### src/rtl/ccd_pkg.sv
// Shared definitions for the CCD frame capture path: FSM encodings,
// parameter-bus width and the layout of a word held in the output FIFO.
package ccd_pkg;

    localparam int PARAM_W = 16;

    // FSM encodings kept as plain constants so older tools can consume them.
    typedef logic [1:0] ccd_state_t;
    localparam ccd_state_t ST_IDLE   = 2'd0;
    localparam ccd_state_t ST_HEADER = 2'd1;
    localparam ccd_state_t ST_IMAGE  = 2'd2;
    localparam ccd_state_t ST_DONE   = 2'd3;

    // A FIFO word is {flags, data}; the flags sit above the DATA_W data bits.
    typedef struct packed {
        logic hdr;
        logic sof;
        logic eol;
    } ccd_flags_t;

    localparam int FLAG_W = $bits(ccd_flags_t);

endpackage

### src/rtl/ccd_frame_capture_sync_fifo.sv
// Single-clock FIFO with a registered output stage. The output register counts
// toward DEPTH, so exactly DEPTH words can be held in total.
module sync_fifo #(
    parameter int WIDTH = 19,
    parameter int DEPTH = 16
) (
    input  logic             i_clk,
    input  logic             i_rst,
    input  logic             i_wrEn,
    input  logic [WIDTH-1:0] i_wrData,
    input  logic             i_rdReady,
    output logic [WIDTH-1:0] o_rdData,
    output logic             o_full,
    output logic             o_empty
);

    localparam int AW = $clog2(DEPTH);
    localparam logic [AW:0] DEPTH_CNT = (AW+1)'(DEPTH);

    logic [WIDTH-1:0] r_mem [DEPTH];
    logic [AW-1:0]    r_wrPtr;
    logic [AW-1:0]    r_rdPtr;
    logic [AW:0]      r_count;
    logic             r_outValid;
    logic [WIDTH-1:0] r_outData;

    logic             w_pop;
    logic             w_wr;
    logic             w_load;
    logic [AW:0]      w_memCount;

    // A pop in the same cycle frees a slot, so a write into a full FIFO is still taken.
    assign w_pop      = r_outValid & i_rdReady;
    assign o_full     = (r_count == DEPTH_CNT);
    assign w_wr       = i_wrEn & (~o_full | w_pop);
    assign w_memCount = r_count - {{AW{1'b0}}, r_outValid};
    assign w_load     = (w_memCount != '0) & (~r_outValid | w_pop);

    always_ff @(posedge i_clk) begin
        if (w_wr) begin
            r_mem[r_wrPtr] <= i_wrData;
        end
    end

    always_ff @(posedge i_clk) begin
        if (i_rst) begin
            r_wrPtr    <= '0;
            r_rdPtr    <= '0;
            r_count    <= '0;
            r_outValid <= 1'b0;
            r_outData  <= '0;
        end else begin
            if (w_wr) begin
                r_wrPtr <= r_wrPtr + AW'(1);
            end
            if (w_load) begin
                r_outData  <= r_mem[r_rdPtr];
                r_rdPtr    <= r_rdPtr + AW'(1);
                r_outValid <= 1'b1;
            end else if (w_pop) begin
                r_outValid <= 1'b0;
            end
            case ({w_wr, w_pop})
                2'b10:   r_count <= r_count + (AW+1)'(1);
                2'b01:   r_count <= r_count - (AW+1)'(1);
                default: r_count <= r_count;
            endcase
        end
    end

    assign o_rdData = r_outData;
    assign o_empty  = ~r_outValid;

endmodule

### src/rtl/ccd_frame_capture.sv
// Receive side of the CCD readout: classifies ADC words as header or image,
// crops image words to the active window and streams them out through a FIFO.
module ccd_frame_capture
    import ccd_pkg::*;
#(
    parameter int DATA_W     = 16,
    parameter int FIFO_DEPTH = 16
) (
    input  logic               CLK,
    input  logic               RST,
    input  logic               VA,
    input  logic               HDR_ENABLE,
    input  logic               HDR_ADC_W,
    input  logic [DATA_W-1:0]  ADC_DATA,
    input  logic [PARAM_W-1:0] PARAM_X,
    input  logic [PARAM_W-1:0] PARAM_Y,
    input  logic [PARAM_W-1:0] PARAM_OFFSET_X,
    input  logic [PARAM_W-1:0] PARAM_OFFSET_Y,
    input  logic [PARAM_W-1:0] PARAM_ACTIVE_X,
    input  logic [PARAM_W-1:0] PARAM_ACTIVE_Y,
    output logic [DATA_W-1:0]  M_DATA,
    output logic               M_VALID,
    input  logic               M_READY,
    output logic               M_HDR,
    output logic               M_SOF,
    output logic               M_EOL,
    output logic               FRAME_DONE,
    output logic               FRAME_ERR,
    output logic               OVERFLOW
);

    localparam int WORD_W = DATA_W + FLAG_W;

    ccd_state_t         r_state;
    logic               r_vaQ;
    logic               r_vaQ2;
    logic [PARAM_W-1:0] r_x;
    logic [PARAM_W-1:0] r_y;
    logic [PARAM_W-1:0] r_px;
    logic [PARAM_W-1:0] r_py;
    logic [PARAM_W-1:0] r_offX;
    logic [PARAM_W-1:0] r_offY;
    logic [PARAM_W-1:0] r_actX;
    logic [PARAM_W-1:0] r_actY;
    logic               r_sofPending;
    logic               r_frameErr;
    logic               r_overflow;

    logic               w_vaRise;
    logic               w_vaFall;
    logic               w_inFrame;
    logic               w_strobe;
    logic               w_hdrWord;
    logic               w_imgWord;
    logic [PARAM_W:0]   w_x17;
    logic [PARAM_W:0]   w_y17;
    logic [PARAM_W:0]   w_xEnd;
    logic [PARAM_W:0]   w_yEnd;
    logic               w_inWin;
    logic               w_eol;
    logic               w_lastX;
    logic               w_push;
    logic               w_pop;
    logic               w_drop;
    ccd_flags_t         w_flags;
    logic [WORD_W-1:0]  w_fifoIn;
    logic [WORD_W-1:0]  w_fifoOut;
    logic               w_fifoFull;
    logic               w_fifoEmpty;

    assign w_vaRise  = r_vaQ & ~r_vaQ2;
    assign w_vaFall  = ~r_vaQ & r_vaQ2;
    assign w_inFrame = ((r_state == ST_HEADER) || (r_state == ST_IMAGE)) && !w_vaFall;
    assign w_strobe  = HDR_ADC_W & w_inFrame;
    assign w_hdrWord = w_strobe & (r_state == ST_HEADER) & HDR_ENABLE;
    assign w_imgWord = w_strobe & ~w_hdrWord;

    // 17-bit window arithmetic so origin + size never wraps.
    assign w_x17   = {1'b0, r_x};
    assign w_y17   = {1'b0, r_y};
    assign w_xEnd  = {1'b0, r_offX} + {1'b0, r_actX};
    assign w_yEnd  = {1'b0, r_offY} + {1'b0, r_actY};
    assign w_inWin = (w_x17 >= {1'b0, r_offX}) && (w_x17 < w_xEnd) &&
                     (w_y17 >= {1'b0, r_offY}) && (w_y17 < w_yEnd);
    assign w_eol   = (w_x17 == w_xEnd - 17'd1);
    assign w_lastX = (w_x17 == {1'b0, r_px} - 17'd1);

    assign w_push    = w_hdrWord | (w_imgWord & w_inWin);
    assign w_pop     = M_VALID & M_READY;
    assign w_drop    = w_push & w_fifoFull & ~w_pop;
    assign w_flags   = '{hdr: w_hdrWord, sof: w_imgWord & r_sofPending, eol: w_imgWord & w_eol};
    assign w_fifoIn  = {w_flags, ADC_DATA};

    // VA edge detectors start high after reset so a VA already high needs a fresh rise.
    always_ff @(posedge CLK) begin
        if (RST) begin
            r_state      <= ST_IDLE;
            r_vaQ        <= 1'b1;
            r_vaQ2       <= 1'b1;
            r_x          <= '0;
            r_y          <= '0;
            r_px         <= '0;
            r_py         <= '0;
            r_offX       <= '0;
            r_offY       <= '0;
            r_actX       <= '0;
            r_actY       <= '0;
            r_sofPending <= 1'b0;
            r_frameErr   <= 1'b0;
            r_overflow   <= 1'b0;
        end else begin
            r_vaQ  <= VA;
            r_vaQ2 <= r_vaQ;
            if (w_drop) begin
                r_overflow <= 1'b1;
            end
            case (r_state)
                ST_IDLE: begin
                    if (w_vaRise) begin
                        r_state      <= ST_HEADER;
                        r_px         <= PARAM_X;
                        r_py         <= PARAM_Y;
                        r_offX       <= PARAM_OFFSET_X;
                        r_offY       <= PARAM_OFFSET_Y;
                        r_actX       <= PARAM_ACTIVE_X;
                        r_actY       <= PARAM_ACTIVE_Y;
                        r_x          <= '0;
                        r_y          <= '0;
                        r_sofPending <= 1'b1;
                        r_frameErr   <= 1'b0;
                        r_overflow   <= 1'b0;
                    end
                end
                ST_HEADER, ST_IMAGE: begin
                    if (w_vaFall) begin
                        r_state    <= ST_DONE;
                        r_frameErr <= (r_x != '0) || (r_y != r_py);
                    end else if (w_imgWord) begin
                        r_state <= ST_IMAGE;
                        if (w_inWin) begin
                            r_sofPending <= 1'b0;
                        end
                        if (w_lastX) begin
                            r_x <= '0;
                            r_y <= r_y + PARAM_W'(1);
                        end else begin
                            r_x <= r_x + PARAM_W'(1);
                        end
                    end
                end
                default: begin
                    r_state <= ST_IDLE;
                end
            endcase
        end
    end

    sync_fifo #(
        .WIDTH (WORD_W),
        .DEPTH (FIFO_DEPTH)
    ) u_fifo (
        .i_clk     (CLK),
        .i_rst     (RST),
        .i_wrEn    (w_push),
        .i_wrData  (w_fifoIn),
        .i_rdReady (M_READY),
        .o_rdData  (w_fifoOut),
        .o_full    (w_fifoFull),
        .o_empty   (w_fifoEmpty)
    );

    assign {M_HDR, M_SOF, M_EOL, M_DATA} = w_fifoOut;
    assign M_VALID    = ~w_fifoEmpty;
    assign FRAME_DONE = (r_state == ST_DONE);
    assign FRAME_ERR  = r_frameErr;
    assign OVERFLOW   = r_overflow;

endmodule

### config.mk
export PLATFORM = sky130hd
export DESIGN_NAME = ccd_frame_capture
export DESIGN_NICKNAME = d
export VERILOG_FILES = /design/src/rtl/ccd_pkg.sv /design/src/rtl/ccd_frame_capture_sync_fifo.sv /design/src/rtl/ccd_frame_capture.sv
export SDC_FILE = /design/constraint.sdc
export NUM_CORES = 1
export LEC_CHECK = 0
export ABC_AREA = 0
export CAP_MARGIN = 20
export CORE_MARGIN = 2
export CORE_UTILIZATION = 35
export CTS_CLUSTER_SIZE = 12
export DETAILED_ROUTE_END_ITERATION = 16
export PLACE_DENSITY_LB_ADDON = 0.25
export SLEW_MARGIN = 20
export SYNTH_ARGS = -nofsm -noshare
export SYNTH_HDL_FRONTEND = slang
export SYNTH_SLANG_ARGS = --single-unit
### constraint.sdc
create_clock -name CLK -period 6.1 [get_ports CLK]
set_clock_uncertainty 0.2 [all_clocks]
set_input_delay 1.22 -clock CLK [delete_from_list [all_inputs] [get_ports CLK]]
set_output_delay 1.22 -clock CLK [all_outputs]
set_load 0.1 [all_outputs]
==> changes_impl.md, run 1 <==
### Physical design

- Seq. cell area: 12,500 um^2
- Top cell area share: 40.6%
- Crit path kind: register to register
- Logic area: 9370 um^2
- RSZ-0062 raised after global routing: no
- FFs w/ async S/R, synth: 0%
- Avg Vias per Cell: 5.24
- Status: complete, no violations
- Pint: 6.42 mW
- Post_cts resized: 0
- Root Buffer: clkbuf_16
- Post-Syn Area: 22,500 um^2
- Min Tclk post-route: 5.75 ns
- Final setup viols: 0
- Ys cells: 1,876
- GP Congestion: 0.846
- Clock slew at reported path FFs: 0.06 ns
- Layout cells sized above 1: 11.6%
- Routed Antenna Nets: 0
- Number of enable flip-flop cells: 304
- Synth Seq Share: 55.6%
- CTS tree: done
- Hold Path End: u_fifo.o_rdData[15]$_SDFFE_PP0P_
- # DRC: 0
- Power per cell area: 357 nW/um^2
- Mi-comb count: 1,234
- R2R depth: 25
- Worst path max stage delay: 0.48 ns
- Crit-path slowest cell: or4_1
- Hold depth: 2
- Worst Tran Pin Value: 1.17 ns
- # IOs: 141
- Crit. End Element: register
- Clock net power: 3.12 mW
- Top power group: registers
- Post-detail-place hpwl: 37.0 mm
- Fillers: 5,907
- Buffers on Ports: 140
- Arr. time, crit path: 6.05 ns
- Cell family with the largest share of critical-path delay: adder cells
- Worst setup path start: r_offX[2]$_SDFFE_PP0P_
- Worst vdd ir: 0.373 mV
- Die ar.: 66,300 um^2
- Leakage: 9.23 nW
- Well Taps: 846
- Inverters: 80
- Avg Inst Size Synth: 12.0 um^2
- GRT Max-Usage Layer: met2
- FF-to-FF Start: r_offX[2]$_SDFFE_PP0P_
- Period utilization: 94.3%
- Log Warnings: 32
- Worst Min Path Start: u_fifo.o_rdData[15]$_SDFFE_PP0P_
- YS warnings: 0
- Power share of the sequential group: 38.7%
- Most frequent cells in the layout: 304 x edfxtp_1, 300 x nand2_1, 175 x a21oi_1, 165 x dfxtp_1, 139 x clkdlybuf4s50_1
- M1 wire length: 25.1 mm
- Clock-cell share of area: 6.40%
- Largest register FFs: 304
- Max-cap violations: 0
- Reg-to-reg slack, setup: 0.35 ns
- Post-Syn Instances: 1,876
- Vias in the first global route: 15,133
- Combinational power share: 28.5%
- Top Layer Used: met4
- CP endpoint: u_fifo.r_count[4]$_SDFFE_PP0P_
- Switch share: 32.6%
- Final hold viol count: 0
- DR pass1 iterations: 5
- FP Util: 35.5%
- P_seq: 3.68 mW
- GRT Overall Usage: 16.9%
- Synthesis-stage register bit count: 472
- Nets@finish: 2,243
- Yosys Chip Area: 22,500 um^2
- Inserted Diodes: 0
- Comb pwr: 2.71 mW
- Synthesized Nets: 2,107
- CP bufs+invs: 2
- Gr ovfl total: 0
- Main area contributors: edfxtp_1 41%, dfxtp_1 15%, mux4_2 9.5%
- Met2 wire len: 27.8 mm
- Layout overhead on the synthesized area: 18.4%
- Non-clock buffer count: 173
- Type of the tightest min-delay check: register to register
- Chip Height: 257 um
- WL/cell: 19.5 um
==> run 1: stage by stage <==
stage,setup WS [ns],hold slack [ns],std cells
finish,0.350,0.253,2899
global route,0.00617,0.270,2899
CTS,0.247,0.258,2897
detailed placement,0.271,0.249,2803
global placement,0.388,0.246,2802
floorplan,0.817,0.240,1876
==> run 1: logic make-up after synthesis <==
kind of cell / count (synthesis) / share of synthesized area (%)
compound gates: 321 / 8.84
xor+xnor: 93 / 3.68
fa+ha+maj: 114 / 6.43
buf+inv: 170 / 2.87
flops: 472 / 55.6
mux: 107 / 10.1
simple gates: 599 / 12.5
==> run 1: Yosys cell counts (all sizes together) (36+ instances only) <==
cell type,instances
o21ai,44
xnor2,55
dfxtp,168
mux4,95
ha,110
nand3,36
xor2,37
nor2,86
edfxtp,304
a21oi,177
clkbuf,75
inv,80
nand2,300
run_1/pinout.png
Drawn at 1 px/um. Pins as bars across the die edge, other pins in grey.
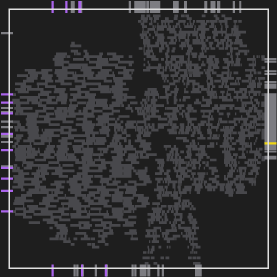
- yellow: HDR_ENABLE (pins 1; direction input; edge right)
- purple: ADC_DATA (pins 16; direction input; edge 9 left, 4 top, 3 bottom)

run_1/class_map.png
Drawn at 1.5 px/um. Fill, decap, tap and diode cells in grey.
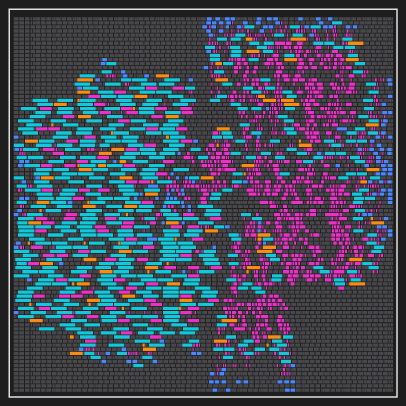
- magenta: remaining logic cells (cells 1,314)
- orange: clock drivers and dummy loads (cells 94)
- blue: remaining buffers and delay cells (cells 173)
- cyan: registers (cells 472)
Core Util, Final: 42.0%
Cell Rows: 92
sequential cell area share: 47.0%
Final Cell Area: 26,600 um^2

run_1/m2.png
Drawn at 1.5 px/um. Cells faint in the background.
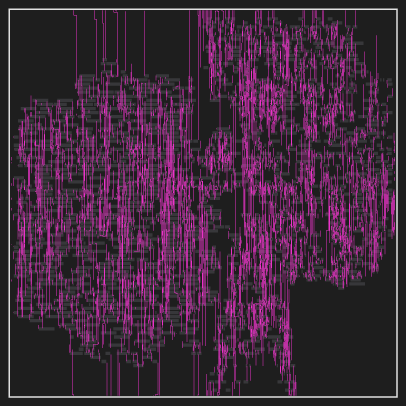
- nets with wire on the layer: 1,909
- wire length on this layer: 27.8 mm
- longest straight run: 83.1 um
- main direction: vertical

run_1/clock_nets.png
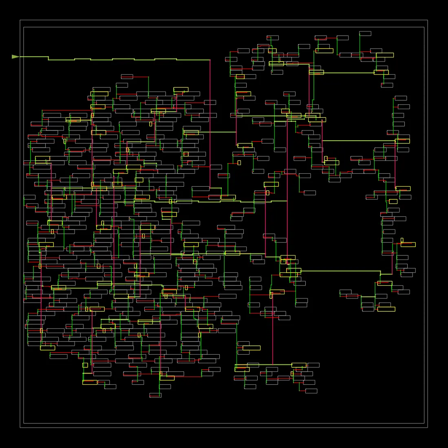
# clock sinks: 472
Num CTS Buffers: 51
Flop Count: 472
clkbuf count: 73
clk ins delay skew pair: 0.62 ns

run_1/clock_wires.png
Drawn at 2 px/um.
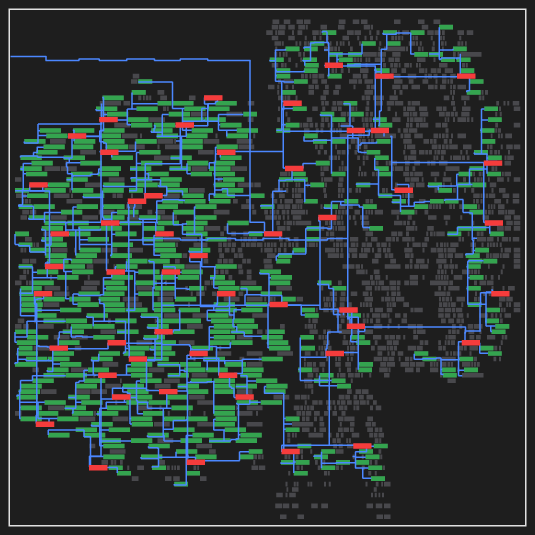

==> inputs of run 2 (changes only) <==
Settings changed: CAP_MARGIN 20 to unset, REMOVE_ABC_BUFFERS set to 1.
run_2/clock_wires.png
Drawn at 2 px/um.
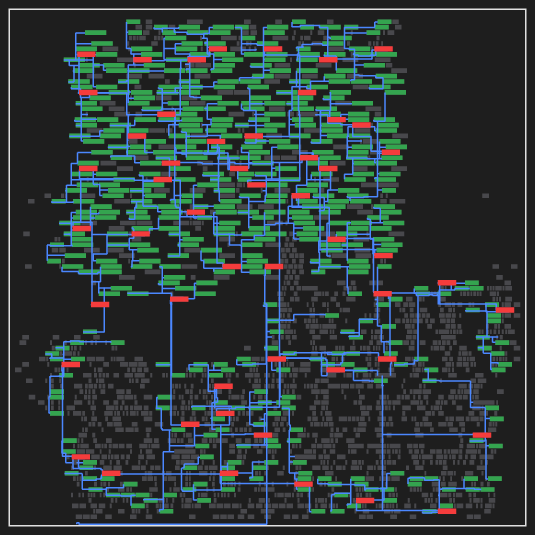
- blue: clock wires (length 6,150 um)
- green: flip-flops (count 472)
- red: clock-net drivers (count 51)
- routed clock nets: 52
Clock net power: 3.15 mW
clk ins delay skew pair: 0.61 ns
Clk pwr share: 33.0%

==> run 2 against run 1 <==
Compared with the run above: utilization fell by 0.11 points; final cell count fell by 0.28%; register-to-register slack barely moved; clock power barely moved; power rose by 0.26%; count of clock-buffer cells in the layout rose by 9; via count fell by 1.7%; sequential share of layout area rose by 0.12 points; die area did not move; routed wire length fell by 3.6%; largest cell class unchanged; largest power group unchanged; highest routed layer unchanged.
==> changes_impl.md, run 2 <==
### Physical design

- Post-Syn Area: 22,500 um^2 (unchanged)
- Worst setup path start: r_offX[2]$_SDFFE_PP0P_
- Routed Antenna Nets: 0 (unchanged)
- GRT Overall Usage: 16.5% (-0.40 points)
- CTS tree: done
- FP Util: 35.5% (unchanged)
- Core Util, Final: 41.9% (-0.11 points)
- Post-Syn Instances: 1,876 (unchanged)
- Avg Inst Size Synth: 12.0 um^2 (unchanged)
- Top Layer Used: met4
- Root Buffer: clkbuf_16
- Seq. cell area: 12,500 um^2 (unchanged)
- Nets@finish: 2,233 (-0.45%)
- Leakage: 9.17 nW (-0.57%)
- Placed Cells: 2,795 (-0.29%)
- Clock-cell share of area: 6.53% (+0.13 points)
- Layout cells sized above 1: 11.3% (-0.30 points)
- Largest register FFs: 304 (unchanged)
- Num CTS Buffers: 51 (unchanged)
- RSZ-0062 raised after global routing: no
- Post-detail-place hpwl: 34.8 mm (-6.0%)
- Mi-comb count: 1,234 (unchanged)
- Top cell area share: 40.6% (unchanged)
- Top cells by count, synth: 304 x edfxtp_1, 300 x nand2_1, 175 x a21oi_1
- Final hold viol count: 0 (unchanged)
- Final setup viols: 0 (unchanged)
- Cell Rows: 92 (unchanged)
- YS warnings: 0 (unchanged)
- Synth top cell by count: edfxtp_1
- Sequential cell area share: 47.1% (+0.12 points)
- Status: complete, no violations
- Most frequent cells in the layout: 304 x edfxtp_1, 300 x nand2_1, 175 x a21oi_1, 165 x dfxtp_1, 139 x clkdlybuf4s50_1
- FFs w/ async S/R, synth: 0% (unchanged)
- Clock slew at reported path FFs: 0.06 ns (about the same)
- Non-clock buffer count: 163 (-5.8%)
- Final worst-path setup slack: 0.350 ns (-0.000389 ns)
- Hold_ws: 0.254 ns (+0.000744 ns)
- Crit. End Element: register
- Synthesis-stage register bit count: 472 (unchanged)
- Chip Height: 257 um (unchanged)
- Yosys Chip Area: 22,500 um^2 (unchanged)
- Hold depth: 2 (unchanged)
- Die ar.: 66,300 um^2 (unchanged)
- Synth Seq Share: 55.6% (unchanged)
- Worst vdd ir: 0.258 mV (-31%)
- Max-cap violations: 0 (unchanged)
- WL/cell: 18.8 um (-3.4%)
- Vias in the first global route: 15,213 (+0.53%)
- R2R depth: 25 (unchanged)
- Well Taps: 846 (unchanged)
- Worst Min Path Start: u_fifo.o_rdData[11]$_SDFFE_PP0P_
- Type of the tightest min-delay check: register to register
- Crit-path slowest cell: or4_1
- CP endpoint: u_fifo.r_count[4]$_SDFFE_PP0P_
- Final Cell Area: 26,600 um^2 (-0.26%)
- Power per cell area: 359 nW/um^2 (+0.52%)
- # clock sinks: 472 (unchanged)
- Crit path kind: register to register
- Reg-to-reg slack, setup: 0.35 ns (about the same)
- Final std cells w/o fill: 2,891 (-0.28%)
- GRT Max-Usage Layer: met2
- CP bufs+invs: 2 (unchanged)
- Cell family with the largest share of critical-path delay: adder cells
- Gr ovfl total: 0 (unchanged)
- Post_cts resized: 0 (unchanged)
- DR pass1 iterations: 5 (unchanged)
- Clkbuf count: 82 (+12%)
- Hold Path End: u_fifo.o_rdData[11]$_SDFFE_PP0P_
run 2: cell types whose count changed in the layout (fill, tap and decap cells not counted), moves of 3 or more:
cell	previous run	this run
buf_4	31	24
clkbuf_1	16	22
clkinv_1	6	0
clkbuf_8	5	9
buf_12	3	0
run 2: cell families (layout without fill, tap and decap cells):
kind of cell,after synthesis,after routing,synth area share [%]
AND/OR/NAND/NOR,599,599,12.5
flip-flops,472,472,55.6
AND-OR/OR-AND,321,321,8.84
buffers and inverters,170,339,2.87
adder cells (fa/ha/maj),114,114,6.43
multiplexers,107,107,10.1
XOR/XNOR,93,93,3.68
run 2: where the power goes:
group	internal, mW	switching [mW]
logic	1.03	1.60
clock network	1.85	1.30
registers	3.54	0.218
Power and IR drop assume default switching activity.
